==> config.mk <==
export PLATFORM = sky130hd
export DESIGN_NAME = alu_req_scheduler
export DESIGN_NICKNAME = d
export VERILOG_FILES = /design/src/rtl/alu_ctrl_pkg.sv /design/src/rtl/alu_req_scheduler_rr_arb2.sv /design/src/rtl/alu_req_scheduler.sv
export SDC_FILE = /design/constraint.sdc
export NUM_CORES = 1
export LEC_CHECK = 0
export CAP_MARGIN = 20
export CELL_PAD_IN_SITES_DETAIL_PLACEMENT = 0
export CELL_PAD_IN_SITES_GLOBAL_PLACEMENT = 2
export CORE_ASPECT_RATIO = 1.2
export CORE_MARGIN = 2
export CORE_UTILIZATION = 30
export CTS_CLUSTER_SIZE = 8
export DETAILED_ROUTE_END_ITERATION = 8
export PLACE_DENSITY_LB_ADDON = 0.2
export SYNTH_ARGS = -nofsm -noshare
export SYNTH_HDL_FRONTEND = slang
export SYNTH_HIERARCHICAL = 1
export SYNTH_SLANG_ARGS = --single-unit
==> constraint.sdc <==
create_clock -name clk -period 5.2 [get_ports clk]
set_input_delay 1.04 -clock clk [delete_from_list [all_inputs] [get_ports clk]]
set_output_delay 1.04 -clock clk [all_outputs]
set_load 0.1 [all_outputs]
run_1/congestion_map.png
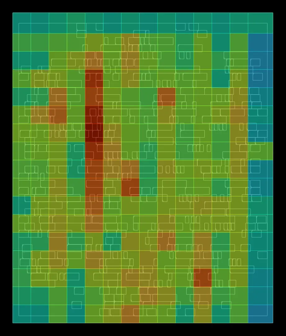
utilization after layout: 44.9%
met2 track demand over resource: 24.1%
global-route total usage across every layer: 15.1%
busiest layer in global routing: met2
met1 GRT Util: 19.0%

run_1/clock_wires.png
Scale: 3 px per um.
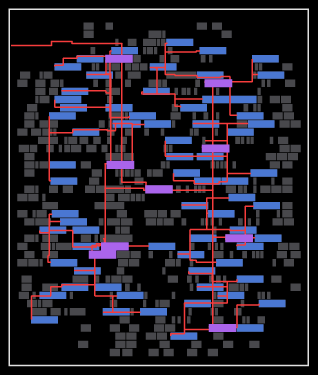
legend:
  blue:
    item: flip-flops
    count: 69
  purple:
    item: clock-net drivers
    count: 9
  red:
    item: clock wires
    length: 1030 um
routed clock nets: 10
clock latency reported for the late side of the worst-skew pair: 330 ps
clock group total power: 0.000608 W
Fin Clk Skew: 5.91 ps
clock network fraction of design power: 16.9%

run_1/util_map.png
Scale: 3 px per um. 10 x 12 tiles, from dark blue (low) to red (high), 0 to 100% covered.
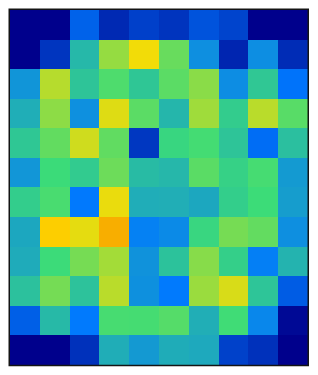
nearly empty tiles: 7.5%
mean over tiles: 39%
tiles over 75% full: 1.7%
fullest tile: 80%
densest ninth of the die: west
initial core utilization: 30.9%
Core Area: 10600 um^2

==> flow_summary.toml, run 1 <==
# implementation run metrics
[run_status]
status = "finished, final reports clean"

[route]
top_signal_layer_used = "met4"
drt_drc_violations_left = 0
dr_wl_met2_um = 3990
num_vias = 2592
drt_pre_antenna_iters = 4
avgViaCountPerCell = 4.63
final_antenna_net_count = 0
drt-initial-drc-count = 110
wire_per_inst_um = 15.2
drt-met1-wl_um = 3750
finalWirelength_um = 8490
wire_length_on_met3_um = 565

[yosys]
synthArstFlopShare_pct = 100
synth_warnings = 6
synth.ff_latch_count = 69
aoi_share_pct = 17.7
synth-cells-yosys = 321
postSynthAreaPerCell_um2 = 10.2
synth.yosys.seq_area_share_pct = 53.0
floorplan.nets = 386
yosysTopAreaCell = "sky130_fd_sc_hd__dfrtp_1"
logic_family = "simple AND/OR/NAND/NOR gates"
netlist_top_cells_count = "102 x sky130_fd_sc_hd__nand2_1, 68 x sky130_fd_sc_hd__dfrtp_1, 29 x sky130_fd_sc_hd__o21ai_0"
adder_share_pct = 0.767
yosysUniqueCellTypes = 48
ys_dominant_reg_cell = "sky130_fd_sc_hd__dfrtp_1"
yosys-mux-area-fraction_pct = 6.63
synth.cellmix.xorXnorShare_pct = 0.537
synth.top_cell.area_share_pct = 52.1
synth.cell_area_um2 = 3260
top_cell = "sky130_fd_sc_hd__nand2_1"
synthSimpleGateAreaFrac_pct = 18.2
ys_chip_area_um2 = 3260
synth.top_cells.by_area = "sky130_fd_sc_hd__dfrtp_1 52%, sky130_fd_sc_hd__nand2_1 12%, sky130_fd_sc_hd__mux2i_1 5.8%"
enable_flop_cells = 0
synth_cells = 321

[global_routing]
grt_pass1_wl_um = 13900
largest_net_degree_at_the_start_of_global_routing = 64
first_global_vias = 2771
grt_antenna_before_repair = 0
grt_util_met3_pct = 4.02
overflow = 0

[sta]
period_used_pct = 70.3
total_negative_slack_ps = 0
final-max-slew-violation-count = 0
final-setup-viol-count = 0
setup_repair_after_global_routing_missed_its_margin = "false"
timing.fmax_ghz = 0.273
timing.final.crit_period_ps = 3660
worstMarginPinSlew_ps = 994
slew-limit-headroom_pct = 33.5
hold_viol = 0
fin_worst_hold_slack_ps = 459
worst_path_setup_slack_after_routing_ps = 1540

[critical_path]
timing.critical_path.slowest_cell_delay_ps = 600
setup_slack_of_the_most_critical_reg_to_reg_path_ps = 2350
cp.arrival_ps = 3910
critical_path_s_top_delay_family = "AND-OR/OR-AND gates"
setup.worst_path.class = "primary input to flip-flop"
crit_buf_inv = 2
crit_fanout = 30
cp_data_required_time_ps = 5450
critical_path_cell_list = "clkdlybuf4s50_1 -> a21boi_4 -> buf_4 -> or4b_1 -> o22ai_2 -> o211ai_2 -> a41oi_4 -> a2bb2oi_1"
cp.depth = 8
worst-r2r-cell-count = 8
cp_slowest_cell = "sky130_fd_sc_hd__a41oi_4"
startpoint_class = "primary input"
critPathCaptureType = "flip-flop"

[flow_run]
number_of_max_capacitance_violations_reported = 0
log.warning_count = 27

[power_and_ir_drop]
power.total_w = 0.00360
irDropWorstVdd_mv = 0.687
internal_power_w = 0.00176
total_leakage_power_nw = 2.09
share_seq_of_total_power_pct = 26.2
power_density_nw_per_um2 = 759
switching_power_total_w = 0.00184
net_switching_fraction_of_the_power_pct = 51.1
power.share.combinational_pct = 56.9

[placement]
placement.cell_area_um2 = 4430
place_worst_setup_slack_ps = 1130
dpl.cell_count = 543
place_hpwl_um = 6020
numPortBuffers = 105
routabilityCongestion = 0.725

[hold_path]
min_path_type = "flip-flop to flip-flop"
holdPathStages = 2

[die]
die_width_um = 99.2
floorplan.rows = 41
io-pin-count = 106
die_area_um2 = 11700
die_height_um = 118

[clock_network]
htree_num_levels = 3
cts.clk_slew.worst_paths_ps = 60
cts-hold-fix-buffers = 0
cts-root-to-sink-buffers = 2
cts_buffers = 9
cts_tree = "done"
clock_tree_sinks = 69
post_cts_resized = 0
cts.root.buffer_cell = "sky130_fd_sc_hd__clkbuf_16"
cts_post_setup_buffers_inserted = 0

[finish]
post_route_cells_drive_above_1_share_pct = 10.9
layout_top_cells_excl_fill_tap = "102 x sky130_fd_sc_hd__nand2_1, 102 x sky130_fd_sc_hd__clkdlybuf4s50_1, 68 x sky130_fd_sc_hd__dfrtp_1"
largest_register_ffs = 16
flop_area_um2 = 1730
multiInputGateArea_um2 = 1440
design.final.nets = 491
fillers = 1059
n_antenna_cell = 0
final_cell_area_um2 = 4750
final_cells = 560
areaGrowthSynthToFinish_pct = 45.5
[run 1: kinds of logic (layout without fill, tap and decap cells)]
family	Yosys count	in the layout
DFF	69	69
xor gates and xnor gates	2	2
buffers and inverters	22	132
AOI/OAI and AO/OA	69	69
and+or+nand+nor	136	136
muxes	21	21
adders and majority gates	2	2
[run 1: power by group through the flow]
stage	clock [W]	sequential (W)	combinational (W)
after global routing	0.000648	0.000981	0.00217
after global placement	0	0.000950	0.00204
after detailed placement	0	0.000946	0.00206
final	0.000608	0.000944	0.00205
after floorplan	0	0.00187	0.000652
after CTS	0.000624	0.000947	0.00206
[run 1: layout make-up]
class	instances	share of cell area (%)
Clock inverter	4	1.00
Multi-Input combinational cell	230	30.3
Clock buffer	12	5.19
Sequential cell	69	36.4
Timing Repair Buffer	110	23.2
Inverter	6	0.474
Tap cell	129	3.40
run_1/m4.png
Scale: 3 px per um. Supply wires on this layer in gray.
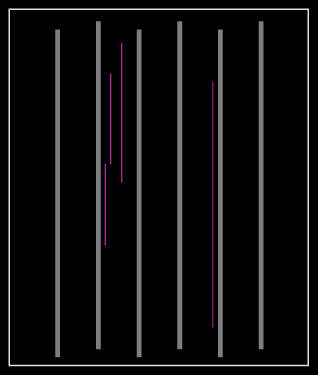

==> run 1 -> run 2 <==
--- a/config.mk
+++ b/config.mk
@@ -10,7 +10,7 @@
 export CELL_PAD_IN_SITES_GLOBAL_PLACEMENT = 2
 export CORE_ASPECT_RATIO = 1.2
 export CORE_MARGIN = 2
-export CORE_UTILIZATION = 30
+export CORE_UTILIZATION = 25
 export CTS_CLUSTER_SIZE = 8
 export DETAILED_ROUTE_END_ITERATION = 8
 export PLACE_DENSITY_LB_ADDON = 0.2
==> constraint.sdc (replaced) <==
create_clock -name clk -period 3.3 [get_ports clk]
set_input_delay 0.66 -clock clk [delete_from_list [all_inputs] [get_ports clk]]
set_output_delay 0.66 -clock clk [all_outputs]
set_load 0.1 [all_outputs]
run_2/m4.png
Scale: 3 px per um. Supply wires on this layer in gray.
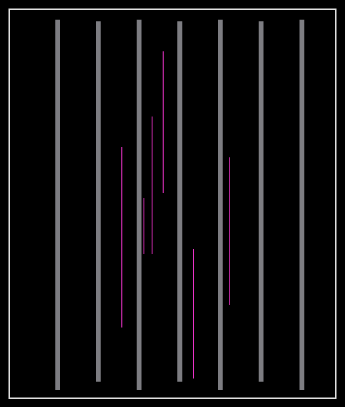
wire length on this layer: 263 um
longest straight run: 59.8 um
nets with wire on the layer: 5
main direction: vertical
vias after detailed routing: 2631
DRT Wirelength: 9210 um

==> flow_summary.toml, run 2 <==
# implementation run metrics
[finish]
final_non_clock_buffer_share_pct = 22.1
utilization_pct = 37.4
layout.clock.cell_area_share_pct = 6.31
flop_area_um2 = 1730
n_all_buffers = 115
layout_top_cells_excl_fill_tap = "102 x sky130_fd_sc_hd__nand2_1, 68 x sky130_fd_sc_hd__dfrtp_1, 61 x sky130_fd_sc_hd__clkdlybuf4s50_1"
multiInputGateArea_um2 = 1450
n_all_inverters = 6
leading_cell_kind = "flip-flops and latches"
final.clkbuf_count = 11
n_antenna_cell = 0
post_route_cells_drive_above_1_share_pct = 21.6
seqAreaFraction_pct = 36.3
comb.multi_input.count = 230
largest_register_ffs = 16
areaGrowthSynthToFinish_pct = 45.8
ff_count = 69

[route]
top_signal_layer_used = "met4"
dr_wl_met2_um = 4210
wire_length_on_met3_um = 617
avgViaCountPerCell = 4.39
drt_pre_antenna_iters = 4
drt_drc_violations_left = 0
drt-initial-drc-count = 112
final_antenna_net_count = 0
wire_per_inst_um = 15.4

[yosys]
ys_dominant_reg_cell = "sky130_fd_sc_hd__dfrtp_1"
floorplan.nets = 386
synth_cells = 321
top_cell = "sky130_fd_sc_hd__nand2_1"
adder_share_pct = 0.767
synth.cellmix.xorXnorShare_pct = 0.537
aoi_share_pct = 17.7
synth.cell_area_um2 = 3260
logic_family = "simple AND/OR/NAND/NOR gates"
yosysUniqueCellTypes = 48
ys_chip_area_um2 = 3260
synthSimpleGateAreaFrac_pct = 18.2
synth-cells-yosys = 321
synthArstFlopShare_pct = 100
synth.ff_latch_count = 69
enable_flop_cells = 0
postSynthAreaPerCell_um2 = 10.2
netlist_top_cells_count = "102 x sky130_fd_sc_hd__nand2_1, 68 x sky130_fd_sc_hd__dfrtp_1, 29 x sky130_fd_sc_hd__o21ai_0"
synth.yosys.seq_area_share_pct = 53.0
yosysTopAreaCell = "sky130_fd_sc_hd__dfrtp_1"
synth.top_cell.area_share_pct = 52.1
synth.top_cells.by_area = "sky130_fd_sc_hd__dfrtp_1 52%, sky130_fd_sc_hd__nand2_1 12%, sky130_fd_sc_hd__mux2i_1 5.8%"
yosys-mux-area-fraction_pct = 6.63

[clock_network]
post_cts_resized = 0
worstSkewPairLatency_ps = 330
cts-root-to-sink-buffers = 2
htree_num_levels = 3
cts_buffers = 9
cts-hold-fix-buffers = 0
cts.clk_slew.worst_paths_ps = 50
clock_tree_sinks = 69
cts_post_setup_buffers_inserted = 0
cts.root.buffer_cell = "sky130_fd_sc_hd__clkbuf_16"

[sta]
setup_repair_after_global_routing_missed_its_margin = "false"
final-max-slew-violation-count = 0
worstMarginPinSlew_ps = 1010
slew-limit-headroom_pct = 32.0
timing.fmax_ghz = 0.351
timing.final.crit_period_ps = 2850
final-setup-viol-count = 0
total_negative_slack_ps = 0
fin_worst_hold_slack_ps = 135

[flow_run]
log.warning_count = 27
number_of_max_capacitance_violations_reported = 0

[die]
die_area_um2 = 14000
die_width_um = 108
die_height_um = 129
floorplan.rows = 45
io-pin-count = 106

[placement]
place_hpwl_um = 6600
routabilityCongestion = 0.753
numPortBuffers = 105

[global_routing]
grt_pass1_wl_um = 14500
grt_antenna_before_repair = 0
grt_util_all_layers_pct = 13.7
first_global_vias = 2758

[power_and_ir_drop]
share_seq_of_total_power_pct = 26.3
power.sequential.total_w = 0.00150
internal_power_w = 0.00275
total_leakage_power_nw = 2.17
power.share.combinational_pct = 56.6
power_density_nw_per_um2 = 1200
power.largest_group = "combinational logic"
powerComb_w = 0.00322
switching_power_total_w = 0.00294

[critical_path]
setup.worst_path.class = "primary input to output pin"
cp.arrival_ps = 2190
crit_fanout = 3
cp_data_required_time_ps = 2640
setup_slack_of_the_most_critical_reg_to_reg_path_ps = 970
critPathCaptureType = "output pin"
startpoint_class = "primary input"

[run_status]
status = "finished, final reports clean"
run_2/clock_wires.png
Scale: 3 px per um.
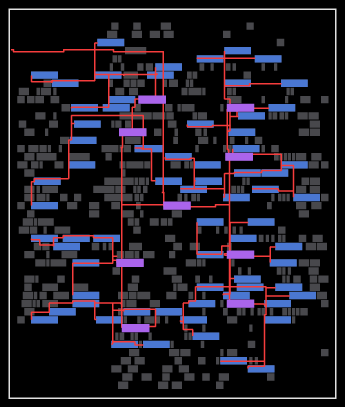
legend:
  red:
    item: clock wires
    length: 1060 um
  blue:
    item: flip-flops
    count: 69
  purple:
    item: clock-net drivers
    count: 9
flops lie: spread over the die
routed clock nets: 10
Fin Clk Skew: 4.93 ps
clock group total power: 0.000974 W
clock network fraction of design power: 17.1%

[run 2: per-layer routing]
metal	up-vias	GRT usage (%)
li1	1322	-
met1	1209	16.5
met2	84	22.2
met3	16	3.67
met4	0	7.39
met5	-	0
[run 2: per-stage QoR]
| step | cells | worst slack [ps] | cell area [um^2] |
|---|---|---|---|
| 3_5_place_dp | 584 | 209 | 4460 |
| 3_3_place_gp | 584 | 272 | 4460 |
| 2_1_floorplan | 321 | 219 | 3260 |
| 5_1_grt | 599 | 323 | 4760 |
| 4_1_cts | 599 | 405 | 4760 |
| 6_report | 599 | 447 | 4760 |
[run 2: critical path, stage by stage]
cell,delay (ps)
sky130_fd_sc_hd__clkdlybuf4s50_1,520
sky130_fd_sc_hd__a21boi_0,510
sky130_fd_sc_hd__and3_1,310
sky130_fd_sc_hd__buf_12,190
No activity file was given, so power comes from the tool's default toggle rates.
